### M1 wires, run 1

Supply wires on this layer in grey. Cells faint in the background.
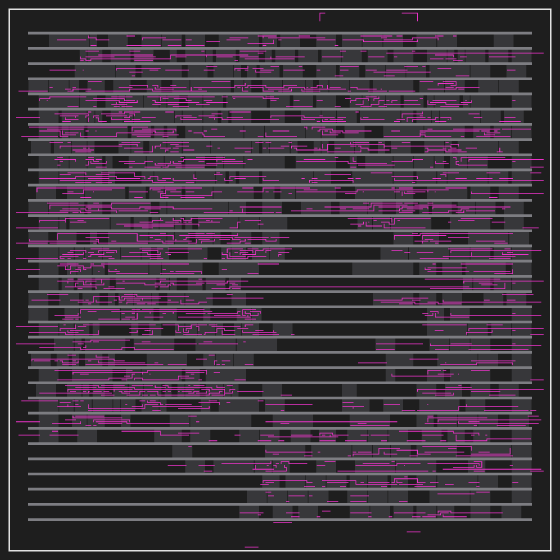
### Nets reached from selected ports, run 1

Scale bar: 20 um.
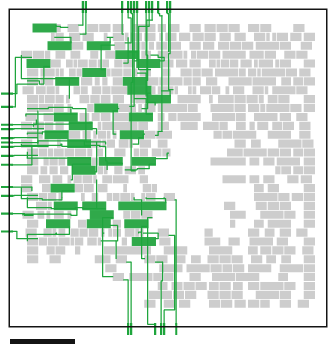
### Routing congestion, run 1

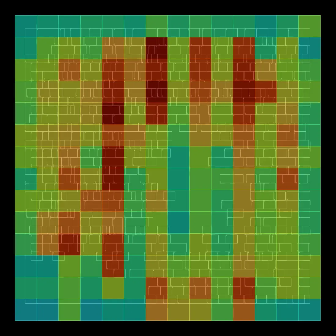
### Sequential cells coloured by netlist name, run 1

Other sequential cells in the stronger grey, the rest of the logic in the fainter grey.
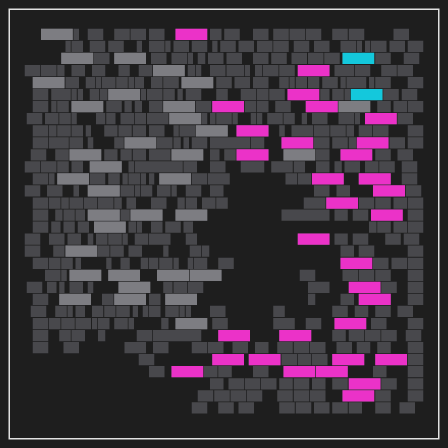
==> config.mk <==
export PLATFORM = sky130hd
export DESIGN_NAME = fetch_ctrl
export DESIGN_NICKNAME = d
export VERILOG_FILES = /design/src/rtl/fetch_ctrl.sv
export SDC_FILE = /design/constraint.sdc
export NUM_CORES = 1
export LEC_CHECK = 0
export ABC_AREA = 0
export CAP_MARGIN = 30
export CORE_MARGIN = 3
export CORE_UTILIZATION = 41
export CTS_CLUSTER_SIZE = 28
export DETAILED_ROUTE_END_ITERATION = 16
export PLACE_DENSITY = 0.95
export SYNTH_ARGS = -nofsm -noshare
export SYNTH_HDL_FRONTEND = slang
export SYNTH_SLANG_ARGS = --single-unit
==> constraint.sdc <==
create_clock -name CLK -period 5.05 [get_ports CLK]
set_input_delay 0.7575 -clock CLK [delete_from_list [all_inputs] [get_ports CLK]]
set_output_delay 0.7575 -clock CLK [all_outputs]
set_load 0.02 [all_outputs]
==> Slide: Implementation Results, run 1 <==
Physical Implementation Snapshot

STA
  – Slew HR: 39.4%
  – Fmax: 0.273 GHz
  – Unrepaired setup endpoints after global routing: false
  – Min Hold Slack: 0.462 ns

Power
  – Leak: 1.77 nW
  – P per Cell Area: 295 nW/um^2

Logic synthesis
  – Main area contributors after synthesis: dfxtp_1 40%, buf_4 13%, a22o_1 6.5%
  – YS chip area: 3370 sq um
  – Ys cells: 372
  – Floorplan net count: 445
  – Flip-flops with a built-in enable: 0
  – Top cell type's share of synthesized area: 40.4%
  – Yosys warning tally: 0
  – Post-synthesis cell area: 3370 sq um
  – Syn Inst Count: 372
  – Cell Type Count: 40
  – Seq share, synth: 40.4%
  – Yosys reg bits: 68

Drt
  – DR pass1 iterations: 4
  – Drt drc: 0
  – Final wirelength: 10600 um

Clock network
  – Buffer count from post-CTS setup fixing: 0
  – Root buffer cell: clkbuf_8
  – Post-cts resize count: 0
  – Clock sink count: 68
  – Clock-pin transition on the worst setup and hold timing paths: 0.08 ns
  – Hold-fix buffers, CTS: 0

Critical path
  – Crit path capture type: output pin
  – Worst EP arrival: 2.91 ns
  – Register-to-Register Path Depth: 7
  – Req. time, crit path: 4.29 ns
  – Reg2reg setup slack: 2.72 ns

Placed design
  – Hpwl dp: 7860 um
  – RD Place Congestion: 0.822

Flow run
  – Tool Warnings: 27

Outcome
  – Status: finished, final reports clean

Layout
  – Filler cell count: 607
  – Logic area: 1470 sq um

Global routing
  – GRT Overall Usage: 21.7%
  – Initial antenna violation count: 0

Die
  – Num rows: 32
-- 'M1 wires' (at the start) --
The layer carries 4080 um of wire. The longest straight run is 42.8 um.
met1 GRT Util: 24.1%
via count: 3354

-- 'Nets reached from selected ports' (at the start) --
npc: in green, direction output, edge 13 top, 13 left, 6 bottom, end cells 32, buffers 32, wire 1120 um.
I/O pins: 200
Port Buffers: 199

-- 'Routing congestion' (at the start) --
Core Util, Final: 66.9%
routing usage on met3: 5.41%
met2 usage: 38.5%
WL/cell: 17.3 um

-- 'Sequential cells coloured by netlist name' (at the start) --
instr: in magenta, sequential cells 32. dbg_state_o: in cyan, sequential cells 2.
Another 34 sequential cells are not coloured.
Seq/total area: 25.9%
FF+latch area: 1360 sq um
Seq group: 599 uW

[run 1: power by group]
group          switching, mW  total (mW)  internal, mW
logic                  0.199       0.394         0.195
clock network          0.212       0.554         0.341
registers             0.0275       0.599         0.572
[run 1: metal layers]
layer  global-route usage, %  vias to the layer above  wire length [um]  part of all wire [%]
li1                        -                     1582                 -                     -
met2                    38.5                      183              5370                    51
met5                       0                        -                 0                     0
met4                    9.94                        0               344                   3.3
met3                    5.41                       31               759                   7.2
met1                    24.1                     1558              4080                    39
[run 1: placed cells by master (no fill, tap or decap), drive strengths merged, types with 2 or more instances in the layout]
| cell | n |
|---|---|
| a211oi | 14 |
| a21oi | 4 |
| a22o | 25 |
| a22oi | 7 |
| a311oi | 14 |
| and2 | 2 |
| and4 | 5 |
| buf | 4 |
| bufinv | 3 |
| clkbuf | 10 |
| clkdlybuf4s50 | 198 |
| clkinv | 2 |
| dfxtp | 68 |
| ha | 3 |
| inv | 6 |
| mux2i | 2 |
| nand2 | 14 |
| nand3 | 11 |
| nand4 | 9 |
| nor2 | 41 |
| nor2b | 2 |
| nor3b | 2 |
| nor4b | 5 |
| o211ai | 2 |
| o21ai | 5 |
| o31ai | 10 |
| or3 | 5 |
| or4 | 11 |
| xnor2 | 7 |
| xor2 | 7 |
[run 1: through the flow]
stage	cells	power, mW	utilization, %	setup WS (ns)	instance area [sq um]
6_report	610	1.55	66.9	1.38	5250
5_1_grt	610	1.61	66.9	1.27	5250
4_1_cts	609	1.55	66.7	1.38	5240
3_5_place_dp	593	0.998	63.5	1.38	4990
3_3_place_gp	593	0.983	63.5	1.46	4990
2_1_floorplan	372	0.813	-	2.08	3370
[run 1: logic make-up after synthesis]
logic type	Yosys count	share of synthesized area (%)
and+or+nand+nor	114	18.5
buffers and inverters	88	16.4
AOI/OAI and AO/OA	83	19.3
DFF	68	40.4
xor gates and xnor gates	14	3.64
adders and majority gates	3	1.11
muxes	2	0.595
[run 1: critical path: stages]
cell and delay, ns:
clkdlybuf4s50_1 0.51, nand4bb_1 0.43, nor2_2 0.16, buf_4 0.34, clkdlybuf4s50_1 0.70
[run 1: final cells by class]
type,count,share of cell area [%]
clock buffer,10,2.62
clock inverter,6,2.12
inverter,6,0.429
multi-input combinational,216,28.1
sequential,68,25.9
tap,102,2.43
timing repair buffer,202,38.4
### Signal wires on met2, run 1

Cells faint in the background.
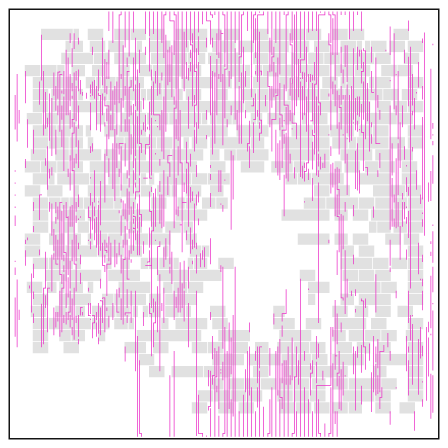

==> run 2, diff against run 1 <==
--- a/config.mk
+++ b/config.mk
@@ -8,10 +8,10 @@
 export ABC_AREA = 0
 export CAP_MARGIN = 30
 export CORE_MARGIN = 3
-export CORE_UTILIZATION = 41
+export CORE_UTILIZATION = 38
 export CTS_CLUSTER_SIZE = 28
 export DETAILED_ROUTE_END_ITERATION = 16
-export PLACE_DENSITY = 0.95
+export PLACE_DENSITY = 0.89
 export SYNTH_ARGS = -nofsm -noshare
 export SYNTH_HDL_FRONTEND = slang
 export SYNTH_SLANG_ARGS = --single-unit
==> constraint.sdc (replaced) <==
create_clock -name CLK -period 3.7 [get_ports CLK]
set_input_delay 0.555 -clock CLK [delete_from_list [all_inputs] [get_ports CLK]]
set_output_delay 0.555 -clock CLK [all_outputs]
set_load 0.02 [all_outputs]
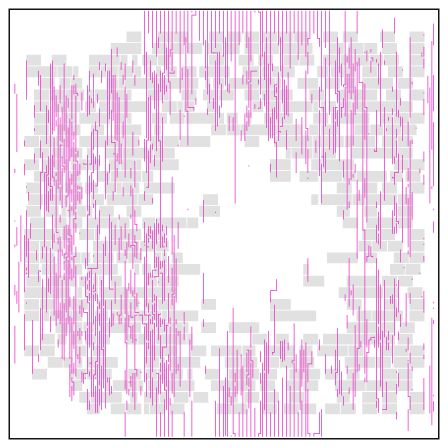
*Signal wires on met2, run 2*
Cells faint in the background.
The longest straight run is 45.0 um. 528 nets have wire on it.
met2 usage: 36.1%
via count: 3313
final wirelength: 10200 um

==> run 2 against run 1 <==
Effect of this change: die area is 7.4% higher; total power is 25% higher; global-route usage is 1.4 points lower; critical path depth is 1 higher; clock skew is 0.0050 ns lower; register-to-register slack worse by 1.2 ns; critical path type is now reg2out; critical endpoint is now branchmux; largest cell class unchanged; highest routed layer unchanged.
==> Slide: Implementation Results, run 2 <==
Physical Implementation Snapshot

Logic synthesis
  – Yosys warning tally: 0
  – Yosys adder share: 1.11%
  – Ys cells: 372
  – Flip-flops with a built-in enable: 0
  – Seq share, synth: 40.4%
  – Simple-gate share of the synthesized area: 18.5%
  – Main area contributors after synthesis: dfxtp_1 40%, buf_4 13%, a22o_1 6.5%
  – Cell Type Count: 40
  – Syn Inst Count: 372
  – Yosys reg bits: 68
  – YS chip area: 3370 sq um
  – Floorplan net count: 445

STA
  – Slew HR: 44.5%
  – Fmax: 0.338 GHz

Clock network
  – Buffer count from post-CTS setup fixing: 0
  – Hold-fix buffers, CTS: 0

Layout
  – Filler cell count: 680
  – FF+latch area: 1360 sq um
  – Top Layout Cells: 198 x clkdlybuf4s50_1, 68 x dfxtp_1, 40 x nor2_1
  – Commonest Layout Cell: clkdlybuf4s50_1

Critical path
  – Reg2reg setup slack: 1.52 ns
  – CP max stage cell: clkdlybuf4s50_1
  – Kind of cell adding the most delay to the critical path: buffers and inverters
  – Req. time, crit path: 3.14 ns
  – Register-to-Register Path Depth: 7

Power
  – Leak: 1.77 nW

Die
  – Num rows: 33
  – I/O pins: 200

Outcome
  – Status: finished, final reports clean

Drt
  – Drt drc: 0
  – WL/cell: 16.5 um

Global routing
  – Initial antenna violation count: 0
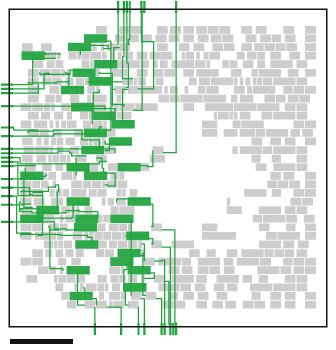
*Nets reached from selected ports, run 2*
Scale bar: 20 um.
npc: in green, direction output, edge 16 left, 9 bottom, 7 top, end cells 32, buffers 32, wire 1200 um.

run 2: cell counts after synthesis:
Identical to the previous run, type by type.
run 2: cell families after synthesis:
| family | count (synthesis) |
|---|---|
| AND-OR/OR-AND | 83 |
| XOR/XNOR | 14 |
| adder cells (fa/ha/maj) | 3 |
| buffers and inverters | 88 |
| flip-flops | 68 |
| multiplexers | 2 |
| AND/OR/NAND/NOR | 114 |
run 2: final cells by class:
class | instances | share of cell area [%]
Timing Repair Buffer | 209 | 39.4
Sequential cell | 68 | 26.0
Multi-Input combinational cell | 216 | 28.1
Inverter | 6 | 0.430
Clock inverter | 2 | 0.669
Tap cell | 105 | 2.51
Clock buffer | 13 | 2.84
run 2: layer usage:
metal  vias up  share of wire [%]  global-route usage [%]
li1       1584                  -                       -
met1      1543                 38                    23.2
met5         -                  0                       0
met4         0                1.5                    4.87
met2       170                 51                    36.1
met3        16                9.3                    7.02
run 2: metrics by stage:
step / power [mW] / hold WS [ns] / worst slack [ns] / instances
final: 1.93 / 0.462 / 0.740 / 619
after global routing: 2.04 / 0.494 / 0.619 / 619
after CTS: 1.96 / 0.461 / 0.712 / 619
after detailed placement: 1.37 / 0.450 / 0.773 / 604
after global placement: 1.35 / 0.445 / 0.919 / 604
after floorplan: 1.11 / 0.535 / 1.13 / 372
run 2: power breakdown:
group,leakage [nW],total (mW),switching (mW),internal (mW)
Clock,0.0935,0.583,0.257,0.326
Combinational,1.13,0.533,0.266,0.267
Sequential,0.550,0.818,0.0377,0.781
Total,1.77,1.93,0.561,1.37
run 2: worst reg2reg max path: stages (launching register included):
cell and delay (ns):
dfxtp_1 0.32, inv_1 0.08, ha_1 0.25, nor4bb_4 0.72, buf_4 0.38, nor2_1 0.06, a32oi_1 0.16, nand3_1 0.09
No activity file was given, so power comes from the tool's default toggle rates.
